==> config.mk <==
export PLATFORM = sky130hd
export DESIGN_NAME = wb_host_master
export DESIGN_NICKNAME = d
export VERILOG_FILES = /design/src/rtl/wb_host_master.sv
export SDC_FILE = /design/constraint.sdc
export NUM_CORES = 1
export LEC_CHECK = 0
export ABC_AREA = 1
export CAP_MARGIN = 20
export CORE_MARGIN = 5
export CORE_UTILIZATION = 38
export DETAILED_ROUTE_END_ITERATION = 8
export GPL_TIMING_DRIVEN = 0
export PLACE_DENSITY = 0.83
export SLEW_MARGIN = 20
export SYNTH_ARGS = -nofsm -noshare
export SYNTH_HDL_FRONTEND = slang
export SYNTH_SLANG_ARGS = --single-unit
==> constraint.sdc <==
create_clock -name wb_clk_i -period 1.5 [get_ports wb_clk_i]
set_clock_uncertainty 0.05 [all_clocks]
set_input_delay 0.375 -clock wb_clk_i [delete_from_list [all_inputs] [get_ports wb_clk_i]]
set_output_delay 0.375 -clock wb_clk_i [all_outputs]
set_load 0.01 [all_outputs]
==> src/rtl/wb_host_master.sv <==
// Wishbone classic single-beat initiator driven by a valid/ready command port.
// One transaction in flight at a time; hung bus cycles end in an error response.
module wb_host_master #(
  parameter int unsigned ADDR_W  = 32,
  parameter int unsigned DATA_W  = 32,
  parameter int unsigned TIMEOUT = 255
) (
  input  logic                wb_clk_i,
  input  logic                wb_rst_n_i,
  input  logic                req_valid_i,
  output logic                req_ready_o,
  input  logic                req_we_i,
  input  logic [ADDR_W-1:0]   req_adr_i,
  input  logic [DATA_W-1:0]   req_dat_i,
  input  logic [DATA_W/8-1:0] req_sel_i,
  output logic                rsp_valid_o,
  input  logic                rsp_ready_i,
  output logic [DATA_W-1:0]   rsp_dat_o,
  output logic                rsp_err_o,
  output logic                wbm_cyc_o,
  output logic                wbm_stb_o,
  output logic                wbm_we_o,
  output logic [DATA_W/8-1:0] wbm_sel_o,
  output logic [ADDR_W-1:0]   wbm_adr_o,
  output logic [DATA_W-1:0]   wbm_dat_o,
  input  logic                wbm_ack_i,
  input  logic [DATA_W-1:0]   wbm_dat_i
);

  localparam int unsigned SEL_W    = DATA_W / 8;
  localparam logic [15:0] CNT_LAST = 16'(TIMEOUT - 1);

  typedef enum logic [1:0] {
    ST_IDLE = 2'd0,
    ST_BUS  = 2'd1,
    ST_RESP = 2'd2
  } state_e;

  state_e              state_q, state_d;
  logic                req_ready_q, req_ready_d;
  logic                rsp_valid_q, rsp_valid_d;
  logic [DATA_W-1:0]   rsp_dat_q, rsp_dat_d;
  logic                rsp_err_q, rsp_err_d;
  logic                cyc_q, cyc_d;
  logic                stb_q, stb_d;
  logic                we_q, we_d;
  logic [SEL_W-1:0]    sel_q, sel_d;
  logic [ADDR_W-1:0]   adr_q, adr_d;
  logic [DATA_W-1:0]   dat_q, dat_d;
  logic [15:0]         cnt_q, cnt_d;

  // Next-state and next-output logic for the command/bus/response sequencer
  always_comb begin
    state_d     = state_q;
    req_ready_d = req_ready_q;
    rsp_valid_d = rsp_valid_q;
    rsp_dat_d   = rsp_dat_q;
    rsp_err_d   = rsp_err_q;
    cyc_d       = cyc_q;
    stb_d       = stb_q;
    we_d        = we_q;
    sel_d       = sel_q;
    adr_d       = adr_q;
    dat_d       = dat_q;
    cnt_d       = cnt_q;
    case (state_q)
      ST_IDLE: begin
        req_ready_d = 1'b1;
        if (req_valid_i && req_ready_q) begin
          we_d        = req_we_i;
          adr_d       = req_adr_i;
          dat_d       = req_dat_i;
          sel_d       = req_sel_i;
          cyc_d       = 1'b1;
          stb_d       = 1'b1;
          cnt_d       = 16'd0;
          req_ready_d = 1'b0;
          state_d     = ST_BUS;
        end else begin
          state_d = ST_IDLE;
        end
      end
      ST_BUS: begin
        req_ready_d = 1'b0;
        // ack takes priority over an expiring timeout in the same cycle
        if (wbm_ack_i) begin
          rsp_dat_d   = we_q ? '0 : wbm_dat_i;
          rsp_err_d   = 1'b0;
          cyc_d       = 1'b0;
          stb_d       = 1'b0;
          rsp_valid_d = 1'b1;
          state_d     = ST_RESP;
        end else if (cnt_q == CNT_LAST) begin
          rsp_dat_d   = '0;
          rsp_err_d   = 1'b1;
          cyc_d       = 1'b0;
          stb_d       = 1'b0;
          rsp_valid_d = 1'b1;
          state_d     = ST_RESP;
        end else begin
          cnt_d = cnt_q + 16'd1;
        end
      end
      ST_RESP: begin
        if (rsp_ready_i) begin
          rsp_valid_d = 1'b0;
          req_ready_d = 1'b1;
          state_d     = ST_IDLE;
        end else begin
          rsp_valid_d = 1'b1;
          req_ready_d = 1'b0;
        end
      end
      default: begin
        state_d     = ST_IDLE;
        req_ready_d = 1'b1;
        rsp_valid_d = 1'b0;
        cyc_d       = 1'b0;
        stb_d       = 1'b0;
      end
    endcase
  end

  // State and output registers with synchronous active-low reset
  always_ff @(posedge wb_clk_i) begin
    if (!wb_rst_n_i) begin
      state_q     <= ST_IDLE;
      req_ready_q <= 1'b1;
      rsp_valid_q <= 1'b0;
      rsp_dat_q   <= '0;
      rsp_err_q   <= 1'b0;
      cyc_q       <= 1'b0;
      stb_q       <= 1'b0;
      we_q        <= 1'b0;
      sel_q       <= '0;
      adr_q       <= '0;
      dat_q       <= '0;
      cnt_q       <= 16'd0;
    end else begin
      state_q     <= state_d;
      req_ready_q <= req_ready_d;
      rsp_valid_q <= rsp_valid_d;
      rsp_dat_q   <= rsp_dat_d;
      rsp_err_q   <= rsp_err_d;
      cyc_q       <= cyc_d;
      stb_q       <= stb_d;
      we_q        <= we_d;
      sel_q       <= sel_d;
      adr_q       <= adr_d;
      dat_q       <= dat_d;
      cnt_q       <= cnt_d;
    end
  end

  assign req_ready_o = req_ready_q;
  assign rsp_valid_o = rsp_valid_q;
  assign rsp_dat_o   = rsp_dat_q;
  assign rsp_err_o   = rsp_err_q;
  assign wbm_cyc_o   = cyc_q;
  assign wbm_stb_o   = stb_q;
  assign wbm_we_o    = we_q;
  assign wbm_sel_o   = sel_q;
  assign wbm_adr_o   = adr_q;
  assign wbm_dat_o   = dat_q;

endmodule

Fig. 1: cell area per tile
12 x 12 tiles, from black (low) to pale yellow (high), 0 to 100% covered.
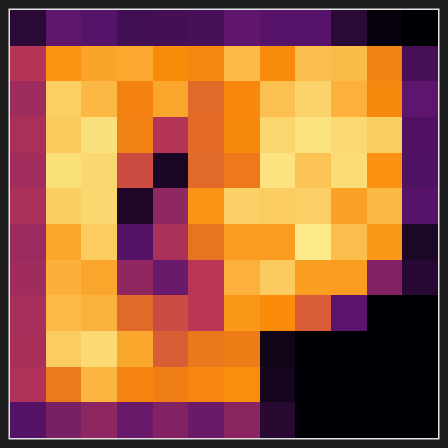
11% of the tiles are nearly empty. The emptiest ninth of the die: lower right. 37% of the tiles are over 75% full. The fullest tile reaches 95%. The mean over all tiles is 54%.
fin util: 0.670
core area: 12700 µm²
FP Util: 0.390

Fig. 2: cell sizes after repair
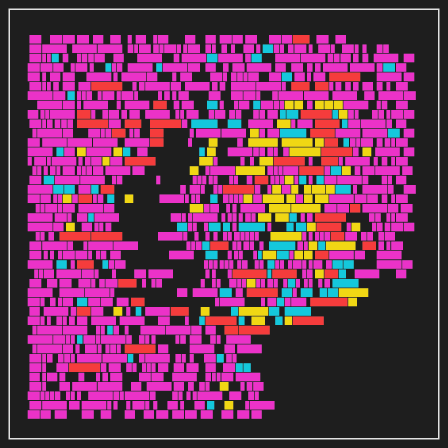
Key: cyan = _2 cells [cells 77, share 8.2%]; magenta = _0 and _1 cells [cells 750, share 80%]; yellow = _3 and _4 cells [cells 61, share 6.5%]; red = _6 and larger [cells 51, share 5.4%]

Fig. 3: congestion heat map
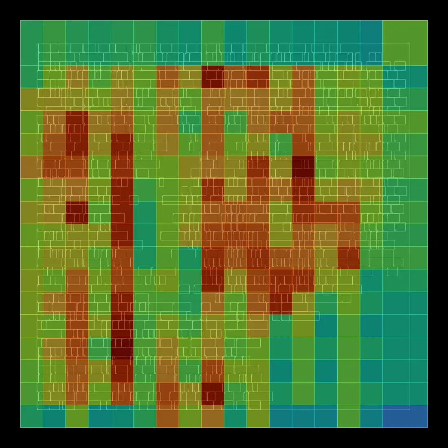
drt wl/cell: 15.1 µm
met1 global-route usage: 0.225
gr busiest metal: met2
GRT met2 Usage: 0.343

==> run_results.csv <==
group,metric,value,unit
clocking,clk_latency,410,ps
clocking,clockBufferDepth,2,
synthesis,synth_flops,123,
global_route,grt_util_met3,0.104,
min_path,min_from,"rsp_err_o",
sta,rsz0062_at_grt,"yes",
clocking,clock-root-buffer,"clkbuf_16",
run_status,violations,"setup timing",
floorplan,io_pins,212,
final_layout,logic_area,2470,µm²
power_and_ir_drop,powerDensity,1100,nW/µm²
power_and_ir_drop,leakagePower,3.71,nW
critical_path,rr_worst_depth,9,
sta,slew_headroom,0.718,
sta,period_minus_slack,1590,ps
min_path,whs_path_depth,2,
floorplan,dieArea,15400,µm²
sta,setup_viol,39,
sta,layout_setup_ws,-90.3,ps
synthesis,synthesis.nets,780,
clocking,cts_tree,"built",
synthesis,ys_seq_share,0.498,
sta,fin_crit_sh,1.06,
synthesis,synth_cells,668,
final_layout,filler_cell_count,1015,
run_status,status,"finished, violations left",
route,drtIter0Drc,249,
synthesis,yosys_area,4950,µm²
global_route,grt_use_total,0.207,
placed_design,dpl.hpwl,11500,µm
final_layout,nNetsFinal,1039,
route,wirelength,16800,µm
synthesis,async_flop_share,0,
job,maxCapViolCount,0,
critical_path,reg2reg_to,"cnt_q[3]",
synthesis,syn_area_per_cell,7.41,µm²
placed_design,placedCellCount,1051,
stage by stage:
stage | setup slack (ps) | TNS [ps] | area (µm²)
4_1_cts | -27.2 | -170 | 8090
3_5_place_dp | -804 | -76970 | 7320
3_3_place_gp | -743 | -74960 | 7320
6_report | -90.3 | -1140 | 8490
5_1_grt | -182 | -8630 | 8490
2_1_floorplan | 21.1 | 0 | 4990
cells in the mapped netlist, types with 2 or more instances:
cell      instances  share of area
a21oi_1          40          0.040
a21oi_2           3         0.0053
buf_1             3         0.0023
buf_2             9         0.0091
buf_6             2         0.0046
clkbuf_1         25          0.019
dfxtp_1         123           0.50
ha_1              6          0.015
inv_1            19          0.014
inv_2             6         0.0046
nand2_1         103          0.078
nand2_2           7         0.0089
nand3_1          51          0.052
nand4_1           2         0.0025
nor2_1          172           0.13
nor2_2            3         0.0038
nor2_4            2         0.0046
o21ai_0          73          0.074
o21ai_1           3         0.0030
o21bai_1          2         0.0030
xor2_1            2         0.0035
kinds of logic after synthesis:
logic type      share of synthesized area
compound gates                      0.133
fa+ha+maj                          0.0152
xor+xnor                          0.00354
buf+inv                            0.0561
simple gates                        0.295
flops                               0.498
power breakdown:
group | internal [mW] | switching (mW)
Combinational | 0.951 | 0.933
Clock | 2.43 | 1.41
Sequential | 3.52 | 0.132
Total | 6.90 | 2.48
flip-flops by register name, summed over array words and instances (netlist names), 2 cells and up:
| register | flops |
|---|---|
| state_q | 2 |
| cnt_q | 16 |
| wbm_dat_o | 32 |
| wbm_adr_o | 32 |
| rsp_dat_o | 32 |
| wbm_sel_o | 4 |
cell type report:
cell class	count	area share
buffer	40	0.0404
clock buffer	24	0.0579
clock inverter	7	0.00766
inverter	26	0.0150
multi-input combinational	479	0.291
sequential	123	0.293
tap	172	0.0253
timing repair buffer	240	0.269
critical path, cell delays in order, from the launching register on:
cell	delay, ps
dfxtp_4	360
inv_4	70
ha_4	130
nand2_2	70
nor2_4	120
nand3_4	200
nand2_8	180
buf_8	150
nand2_2	70
a21oi_2	110
metal layers:
layer  wire, µm  up-vias  share of wire
li1           -     2678              -
met1       6540     2421           0.39
met2       8140      200           0.48
met3       1770       27           0.11
met4        358        0          0.021
met5          0        -              0
worst max-delay path by stage:
| stage | slack, ps | to | from |
|---|---|---|---|
| final | -90 | cnt_q[3] | cnt_q[0] |
| after global routing | -180 | cnt_q[3] | cnt_q[2] |
| after detailed placement | -800 | cnt_q[3] | wb_rst_n_i |
| after floorplan | 20 | cnt_q[3] | state_q[0] |
| after CTS | -30 | cnt_q[0] | state_q[1] |
| after global placement | -740 | rsp_dat_o[25] | wb_rst_n_i |
placed cells by master, fill, tap and decap left out, types with 12 or more instances in the layout:
master	netlist	routed
nor2_1	172	157
dfxtp_1	123	111
clkdlybuf4s50_1	0	105
nand2_1	103	93
dlygate4sd2_1	0	86
o21ai_0	73	53
nand3_1	51	43
a21oi_1	40	31
buf_4	1	26
clkbuf_16	0	18
o21ai_1	3	17
clkdlybuf4s15_1	0	17
inv_1	19	16
buf_6	2	15
nor2_2	3	14
nand2_2	7	12
a21oi_2	3	12
Power and IR drop assume default switching activity.
